`config.mk`:
```
export PLATFORM = sky130hd
export DESIGN_NAME = mp_control_fsm
export DESIGN_NICKNAME = d
export VERILOG_FILES = /design/src/rtl/mp_control_fsm.sv
export SDC_FILE = /design/constraint.sdc
export NUM_CORES = 1
export LEC_CHECK = 0
export CAP_MARGIN = 20
export CORE_ASPECT_RATIO = 0.6
export CORE_MARGIN = 2
export CORE_UTILIZATION = 46
export CTS_CLUSTER_SIZE = 28
export DETAILED_ROUTE_END_ITERATION = 8
export PLACE_DENSITY = 0.82
export SLEW_MARGIN = 20
export SYNTH_ARGS = -nofsm -noshare
export SYNTH_HDL_FRONTEND = slang
export SYNTH_SLANG_ARGS = --single-unit
```
`constraint.sdc`:
```
create_clock -name clk -period 3 [get_ports clk]
set_input_delay 0.75 -clock clk [delete_from_list [all_inputs] [get_ports clk]]
set_output_delay 0.75 -clock clk [all_outputs]
set_load 0.01 [all_outputs]
```
`src/rtl/mp_control_fsm.sv`:
```
// ---------------------------------------------------------------------------
// mp_control_fsm
//   Multicycle control unit for the 8-bit datapath. Owns the PC and the
//   instruction register, fetches 16-bit instructions and sequences them
//   through FETCH -> DECODE -> EXEC -> (MEM) -> (WB). One instruction in flight.
//
//   Instruction: [15:13] opcode (= alufn), [12:10] rs, [9:7] rt, [6:4] rd,
//                [6:0] imm7.
//   Opcodes:     000 add, 001 sub, 010 and, 011 or, 100 addi, 101 lw,
//                110 sw, 111 beq.
//
//   Parameters
//     PC_W    PC / instruction-address width (word addressed)
//     RST_PC  PC value loaded on reset
//
//   Ports
//     clk, rst_n          clock, asynchronous active-low reset
//     imem_req/addr       fetch request (combinational, high in FETCH), address = pc
//     imem_rdata/ack      instruction word and fetch completion
//     alufn, alu_src_imm  ALU function and immediate-operand select
//     imm_out             sign-extended imm7
//     rs_sel, rt_sel      register-file read addresses
//     alubeq              ALU equality result, sampled at the end of EXEC for beq
//     dmem_re/we/ack      data-memory strobes (held until ack) and completion
//     rf_we, rf_waddr     register-file write pulse and address
//     wb_sel_mem          write-back source: 1 memory (lw), 0 ALU
//     pc                  current PC
//     retire_cnt          retired-instruction count (MP_RETIRE_CNT_EN only)
//
//   Build option
//     MP_RETIRE_CNT_EN    adds the retire_cnt port and its 16-bit counter.
// ---------------------------------------------------------------------------
module mp_control_fsm #(
    parameter int unsigned     PC_W   = 8,
    parameter logic [PC_W-1:0] RST_PC = '0
) (
    input  logic            clk,
    input  logic            rst_n,
    output logic            imem_req,
    output logic [PC_W-1:0] imem_addr,
    input  logic [15:0]     imem_rdata,
    input  logic            imem_ack,
    output logic [2:0]      alufn,
    output logic            alu_src_imm,
    output logic [7:0]      imm_out,
    output logic [2:0]      rs_sel,
    output logic [2:0]      rt_sel,
    input  logic            alubeq,
    output logic            dmem_re,
    output logic            dmem_we,
    input  logic            dmem_ack,
    output logic            rf_we,
    output logic [2:0]      rf_waddr,
    output logic            wb_sel_mem,
`ifdef MP_RETIRE_CNT_EN
    output logic [15:0]     retire_cnt,
`endif
    output logic [PC_W-1:0] pc
);

    typedef enum logic [2:0] {
        S_FETCH,
        S_DECODE,
        S_EXEC,
        S_MEM,
        S_WB
    } state_t;

    typedef enum logic [2:0] {
        OP_ADD  = 3'b000,
        OP_SUB  = 3'b001,
        OP_AND  = 3'b010,
        OP_OR   = 3'b011,
        OP_ADDI = 3'b100,
        OP_LW   = 3'b101,
        OP_SW   = 3'b110,
        OP_BEQ  = 3'b111
    } opcode_t;

    state_t          state;
    logic [15:0]     ir;
    opcode_t         op;
    logic [PC_W-1:0] pc_inc;
    logic [PC_W-1:0] br_ofs;

    assign op     = opcode_t'(ir[15:13]);
    assign pc_inc = pc + PC_W'(1);
    // Sized cast of a signed operand sign-extends imm7 to the PC width.
    assign br_ofs = PC_W'(signed'(ir[6:0]));

    // Decode outputs are pure functions of IR, which only changes on fetch.
    assign imem_req    = (state == S_FETCH);
    assign imem_addr   = pc;
    assign alufn       = ir[15:13];
    assign rs_sel      = ir[12:10];
    assign rt_sel      = ir[9:7];
    assign imm_out     = 8'(signed'(ir[6:0]));
    assign alu_src_imm = (op == OP_ADDI) || (op == OP_LW) || (op == OP_SW);
    // Opcodes with bit 15 set (addi/lw) write rt; R-type writes rd.
    assign rf_waddr    = ir[15] ? ir[9:7] : ir[6:4];
    assign wb_sel_mem  = (op == OP_LW);

    // Strobes are registered: they are set on entry to MEM/WB and cleared on
    // exit, so they can never be high in FETCH and never overlap.
    always_ff @(posedge clk or negedge rst_n) begin
        if (!rst_n) begin
            state   <= S_FETCH;
            pc      <= RST_PC;
            ir      <= '0;
            rf_we   <= 1'b0;
            dmem_re <= 1'b0;
            dmem_we <= 1'b0;
        end else begin
            case (state)
                S_FETCH: begin
                    if (imem_ack) begin
                        ir    <= imem_rdata;
                        state <= S_DECODE;
                    end
                end
                S_DECODE: begin
                    state <= S_EXEC;
                end
                S_EXEC: begin
                    case (op)
                        OP_BEQ: begin
                            pc    <= alubeq ? (pc_inc + br_ofs) : pc_inc;
                            state <= S_FETCH;
                        end
                        OP_LW: begin
                            dmem_re <= 1'b1;
                            state   <= S_MEM;
                        end
                        OP_SW: begin
                            dmem_we <= 1'b1;
                            state   <= S_MEM;
                        end
                        default: begin
                            rf_we <= 1'b1;
                            state <= S_WB;
                        end
                    endcase
                end
                S_MEM: begin
                    if (dmem_ack) begin
                        dmem_re <= 1'b0;
                        dmem_we <= 1'b0;
                        if (op == OP_LW) begin
                            rf_we <= 1'b1;
                            state <= S_WB;
                        end else begin
                            pc    <= pc_inc;
                            state <= S_FETCH;
                        end
                    end
                end
                S_WB: begin
                    rf_we <= 1'b0;
                    pc    <= pc_inc;
                    state <= S_FETCH;
                end
                default: begin
                    rf_we   <= 1'b0;
                    dmem_re <= 1'b0;
                    dmem_we <= 1'b0;
                    state   <= S_FETCH;
                end
            endcase
        end
    end

`ifdef MP_RETIRE_CNT_EN
    logic retire;

    // Retirement points: WB exit, sw completing MEM, beq leaving EXEC.
    assign retire = (state == S_WB) ||
                    (state == S_MEM  && dmem_ack && op == OP_SW) ||
                    (state == S_EXEC && op == OP_BEQ);

    always_ff @(posedge clk or negedge rst_n) begin
        if (!rst_n) begin
            retire_cnt <= '0;
        end else if (retire) begin
            retire_cnt <= retire_cnt + 16'd1;
        end
    end
`endif

endmodule

```
==> results.yml, run 1 <==
# generated from flow reports
placement:
  portBuffers: 62
  preCtsSetupSlack_ns: 0.4279
  dp.cells: 273
  gp_congestion: 0.8173
hold_path:
  min_to: "imem_addr[7]"
  hold_depth: 1
  hold_start: "imem_addr[7]"
  hp-class: "flip-flop to flip-flop"
route:
  vias: 1516
  wl_met1_mm: 2.009
  drc: 0
  wl_per_cell_um: 14.85
  dr_wl_met2_mm: 1.888
  post_drt_via_cell_ratio: 5.395
  drt_wl_total_mm: 4.173
  drt_iter0_markers: 53
  ant_nets: 0
clocking:
  postCtsHoldBufs: 0
  post_cts.repair.setup_buffers: 0
  clockBufferDepth: 2
  numCtsBuffers: 5
setup_path:
  crit_family: "buffers and inverters"
  crit_end: "wb_sel_mem"
  cp.depth: 3
  r2r_start: "imem_addr[0]"
  critPathKind: "flip-flop to primary output"
  max_stage_delay_ns: 0.57
  end_kind: "primary output"
  worstPathArrival_ns: 1.71
  rr_worst_depth: 9
  critPathSlowestCell: "clkdlybuf4s50_1"
  r2r_end: "imem_addr[7]"
  critPathBufInv: 1
  path_cells: "nand2_1, nor2_1, clkdlybuf4s50_1"
floorplan:
  num_io_pins: 63
  fp_util: 0.4934
  taps: 47
synth:
  syn_inst: 178
  synth.net_count: 209
  simple_gate_area_frac: 0.1266
  yosysChipArea_um2: 1868
  synth-compound-area-share: 0.1474
  ys_seq_share: 0.4019
  ys.flop_type: "dfrtp_1"
  muxShareOfSynthArea: 0.1360
  yosys_cells: 178
  most_common_cell: "dfrtp_1"
  ys_types: 37
  synthArstFlopShare: 1.000
  avgSynthCellArea_um2: 10.49
  topCellsByArea: "dfrtp_1 (40%), mux2_2 (11%), ha_1 (6.0%), buf_4 (5.2%), a21oi_1 (4.6%)"
  ys_sh_xor: 0.05157
cells_and_area:
  nNonClkInverters: 3
  nMultiInputCombCells: 129
  final_cell_mix: "clkdlybuf4s50_1 (62), dfrtp_1 (30), mux2_2 (19)"
  n_antenna_cell: 0
  clkCellAreaFrac: 0.04439
  fillers: 316
  regMostFlops: "ir"
  largestClassByArea: "multi-input combinational cells"
  largest_register_ffs: 16
  drive_above_1_share: 0.1667
  buffer_area_frac: 0.2478
  comb_area_um2: 994.7
sta:
  slew_headroom: 0.5656
  final_max_slew_viol_count: 0
  finalSetupViolCount: 0
  clock_skew_ns: 0.004895
  clock.fmax_mhz: 406.0
  finalClockPeriodUsage: 0.8211
  holdWs_ns: 0.5001
pwr:
  swShare: 0.4139
  power.leakage_uw: 0.001075
  seq-power_uw: 891
  comb_power_share: 0.634
  vdd_drop_max_mv: 0.7335
  finalPower_uw: 3557
  switchingPower_uw: 1472
  top_power_group: "combinational logic"
  powerDensity_nw_per_um2: 1387
global_route:
  grt_use_met2: 0.3178
  met3_usage: 0.06084
  antenna_found_initial: 0
  grt-ovfl-total: 0
  first_global_vias: 1462
  grt_pass1_wl_mm: 6.803
  globalRouteMet1Util: 0.2546
  top_usage_layer: "met2"
outcome:
  status: "complete, no violations"
job:
  maxCapViolations: 0
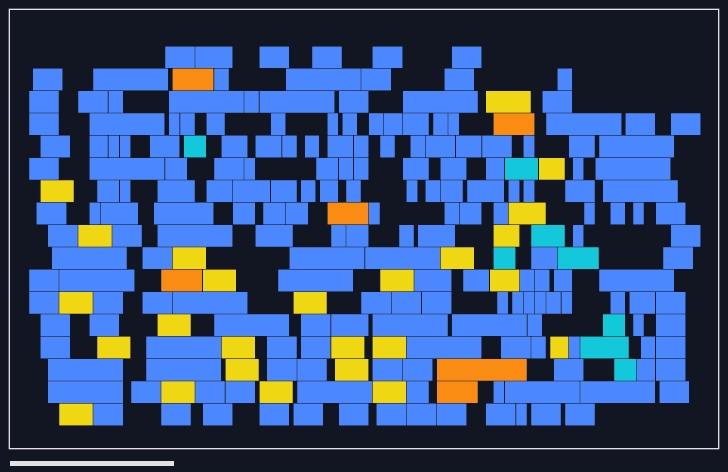
Fig. 1. Cell sizes after repair (run 1).
Scale bar: 20 um.
- _0 and _1 cells: blue (cells 195; share 83%; most used clkdlybuf4s50_1)
- _2 cells: yellow (cells 25; share 11%; most used mux2_2)
- _3 and _4 cells: cyan (cells 8; share 3.4%)
- _6 and larger: orange (cells 6; share 2.6%; most used clkbuf_8)
Signal buffers: 64
Final WS setup: 0.5368 ns
Area growth, synth to finish: 37.31%
final instance area: 2565 um^2

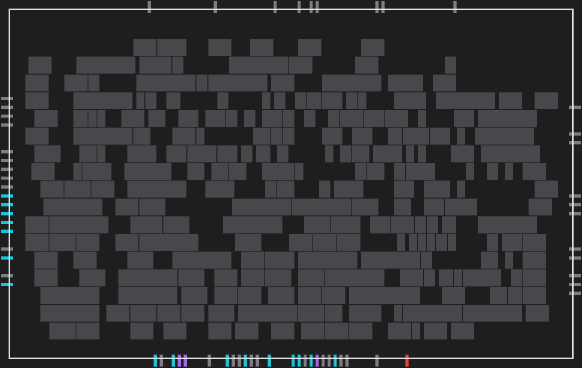
Fig. 2. Ports around the boundary (run 1).
Pins as bars across the die edge, other pins in gray.
- rt_sel: purple (pins 3; direction output; edge south)
- imem_rdata: cyan (pins 16; direction input; edge 9 south, 7 west)
- dmem_we: red (pins 1; direction output; edge south)

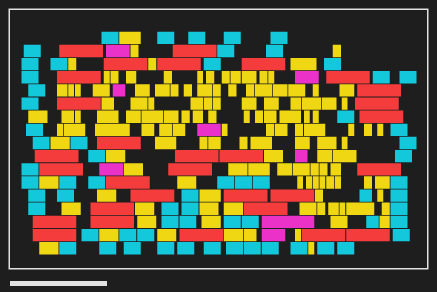
Fig. 3. Cell classes on the final placement (run 1).
Scale bar: 20 um.
- combinational and other logic: yellow (cells 132; share of their area 40%)
- other buffers and delay cells: cyan (cells 64; share of their area 25%)
- flops: red (cells 30; share of their area 30%)
- clock drivers and dummy loads: magenta (cells 8; share of their area 4.5%)
sequential share of cell area: 0.2927
post-layout util: 0.6775
Std-Cell Rows: 17
Core Area: 3786 um^2

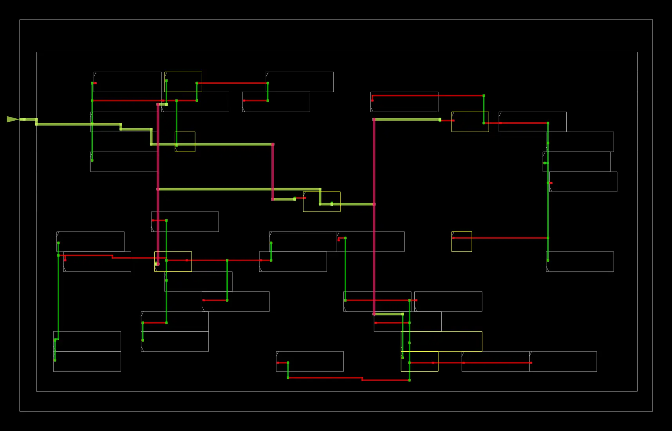
Fig. 4. Clock wiring as the flow saved it (run 1).
Clk Latency, worst-skew pair: 0.29 ns
flip-flops: 30
clock sink count: 30

Fig. 5: run 1, clock wires, drivers and flops
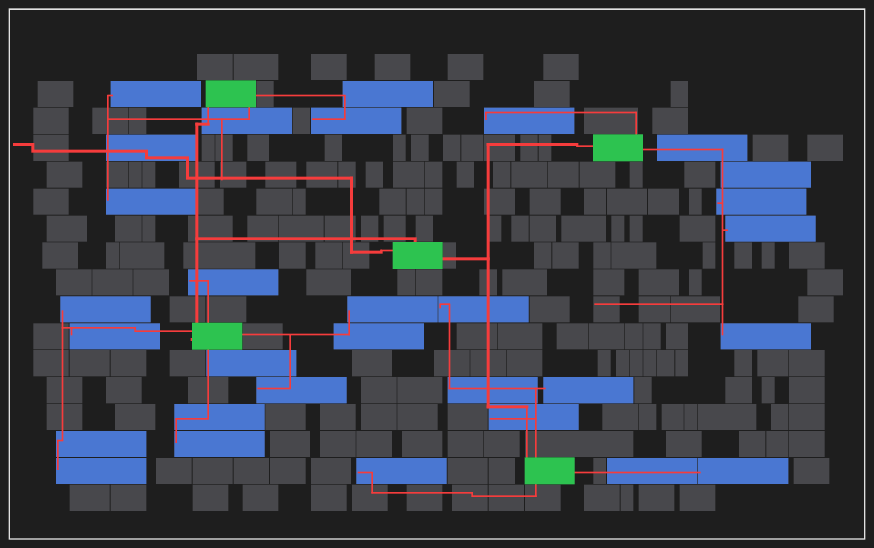

==> run 1 -> run 2 <==
CORE_UTILIZATION = 41   (was 46)
PLACE_DENSITY = 0.77   (was 0.82)
clock period = 2 ns   (was 3 ns; I/O delays follow)
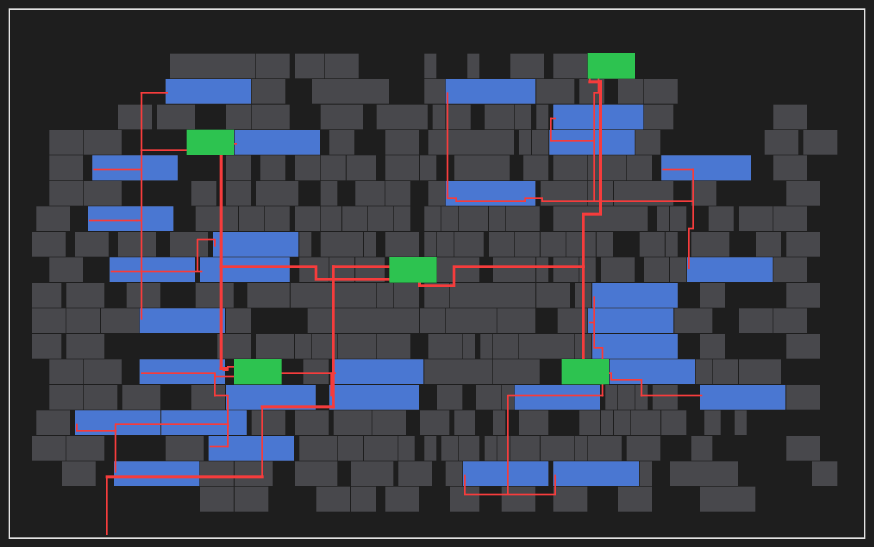
Fig. 6. Clock wires, drivers and flops (run 2).
- flip-flops: blue (count 30)
- clock drivers: green (count 5)
- clock wires: red (length 429 um)
- routed clock nets: 6
Clk pwr share: 0.071
clock group power: 481 uW
final setup skew: 0.007115 ns

==> results.yml, run 2 <==
# generated from flow reports
outcome:
  status: "finished with violations"
  violations: "negative setup slack"
pwr:
  comb_power_share: 0.741
  top_power_group: "combinational logic"
  switchingPower_uw: 2752
  swShare: 0.4077
  powerDensity_nw_per_um2: 2200
  p_int_uw: 3998
  finalPower_uw: 6750
  seqPwrFrac: 0.187
  power.leakage_uw: 0.001330
  powerComb_uw: 5000
  seq-power_uw: 1260
  vdd_drop_max_mv: 1.050
placement:
  dpl_cell_area_um2: 2715
  gp_congestion: 0.9005
  preCtsSetupSlack_ns: -0.2836
  place_hpwl_mm: 3.587
  dp.cells: 314
  portBuffers: 62
job:
  tool_warnings: 30
  maxCapViolations: 0
sta:
  final_max_slew_viol_count: 0
  fin_crit_ns: 2.303
  setup_tns_ns: -0.7122
  rsz0062_at_grt: "true"
  slew_headroom: 0.7388
  finalClockPeriodUsage: 1.151
  clock.fmax_mhz: 434.3
  holdWs_ns: 0.4913
  fin_ws_ns: -0.3026
  tightest_slew_ns: 0.3918
  finalSetupViolCount: 4
cells_and_area:
  clkCellAreaFrac: 0.02692
  finish.utilization: 0.7246
  buffer_area_frac: 0.3206
  final_common_cell: "clkdlybuf4s50_1"
  largest_register_ffs: 16
  comb_area_um2: 1155
  nets: 306
  seq_area_um2: 760.7
  sh_comb_area: 0.3764
  largestClassByArea: "multi-input combinational cells"
  fillers: 316
  area_delta_synth_final_pct: 64.23
  nMultiInputCombCells: 129
  final_cell_mix: "clkdlybuf4s50_1 (56), buf_4 (41), dfrtp_1 (22)"
  nNonClkInverters: 3
  seq_area_frac: 0.2480
  n_sequential_cell: 30
  regMostFlops: "ir"
  final_cell_area_um2: 3068
  signal_buffers: 106
  drive_above_1_share: 0.3942
  n_antenna_cell: 0
  fin_cells: 334
setup_path:
  critPathBufInv: 1
  crit_end: "imem_addr[7]"
  r2r_end: "imem_addr[7]"
  worstSetupStartpointType: "flip-flop"
  critPathKind: "flip-flop to flip-flop"
  end_kind: "flip-flop"
  path_max_fanout: 5
  max_stage_delay_ns: 0.43
  rr_worst_depth: 10
  cp.depth: 10
  worstPathArrival_ns: 2.48
  required_ns: 2.18
  crit_family: "AND-OR/OR-AND gates"
  critPathSlowestCell: "dfrtp_2"
  reg2reg_setup_slack_ns: -0.30
  r2r_start: "imem_addr[1]"
  path_cells: "and3_4, nand3_2, xnor2_1, buf_4, ha_4, a21o_1, a221oi_2, and4_4, o21ai_2, xnor2_1"
synth:
  synth.net_count: 209
  synth_top_cell_by_area: "dfrtp_1"
  ys_seq_share: 0.4019
  simple_gate_area_frac: 0.1266
  syn_inst: 178
  topCellsByArea: "dfrtp_1 (40%), mux2_2 (11%), ha_1 (6.0%), buf_4 (5.2%), a21oi_1 (4.6%)"
  yosys_cells: 178
  yosysTopAreaCellShare: 0.4019
  adder_share: 0.07100
  top_cells_by_count: "dfrtp_1 (30), mux2_2 (19), a21oi_1 (17), nor2_1 (14), buf_4 (13)"
  synthArstFlopShare: 1.000
  most_common_cell: "dfrtp_1"
  ys_sh_xor: 0.05157
  ys_ff: 30
  synth-compound-area-share: 0.1474
  yosysChipArea_um2: 1868
  muxShareOfSynthArea: 0.1360
  ys_types: 37
  ys.flop_type: "dfrtp_1"
  syn_area_um2: 1868
  avgSynthCellArea_um2: 10.49
  edf_count: 0
floorplan:
  num_io_pins: 63
  taps: 60
  fp.dieW_um: 91.14
  fp.dieH_um: 56.29
  core_um2: 4234
  rows: 18
  fp_util: 0.4412
clocking:
  clkTransAtPathRegs_ns: 0.06
  cts_root_buf: "clkbuf_8"
  postCtsHoldBufs: 0
  clock_latency_ns: 0.29
  tritoncts: "yes"
  numClockSinks: 30
  clockBufferDepth: 2
  ctsHtreeMaxLevel: 2
  numCtsBuffers: 5
  post_cts.repair.setup_buffers: 6
route:
  vias: 1726
  post_drt_via_cell_ratio: 5.168
  wl_met1_mm: 2.465
  drt_wl_total_mm: 5.420
  top_layer: "met4"
  wl_met3_um: 380
  dr_wl_met2_mm: 2.396
  drt_iter0_markers: 72
  dr.pass1.iters: 4
  wl_per_cell_um: 16.23
  drc: 0
  ant_nets: 0
hold_path:
  hold_depth: 1
  hold_start: "imem_addr[7]"
  hp-class: "flip-flop to flip-flop"
  min_to: "imem_addr[7]"
global_route:
  first_global_vias: 1616
  met3_usage: 0.05101
  grt.total_usage: 0.2040
  grt_use_met2: 0.2921
  globalRouteMet1Util: 0.2903
  top_usage_layer: "met2"
  grt_max_degree: 31
  grt_pass1_wl_mm: 8.052
  antenna_found_initial: 0
  grt-ovfl-total: 0
Power and IR drop assume default switching activity.
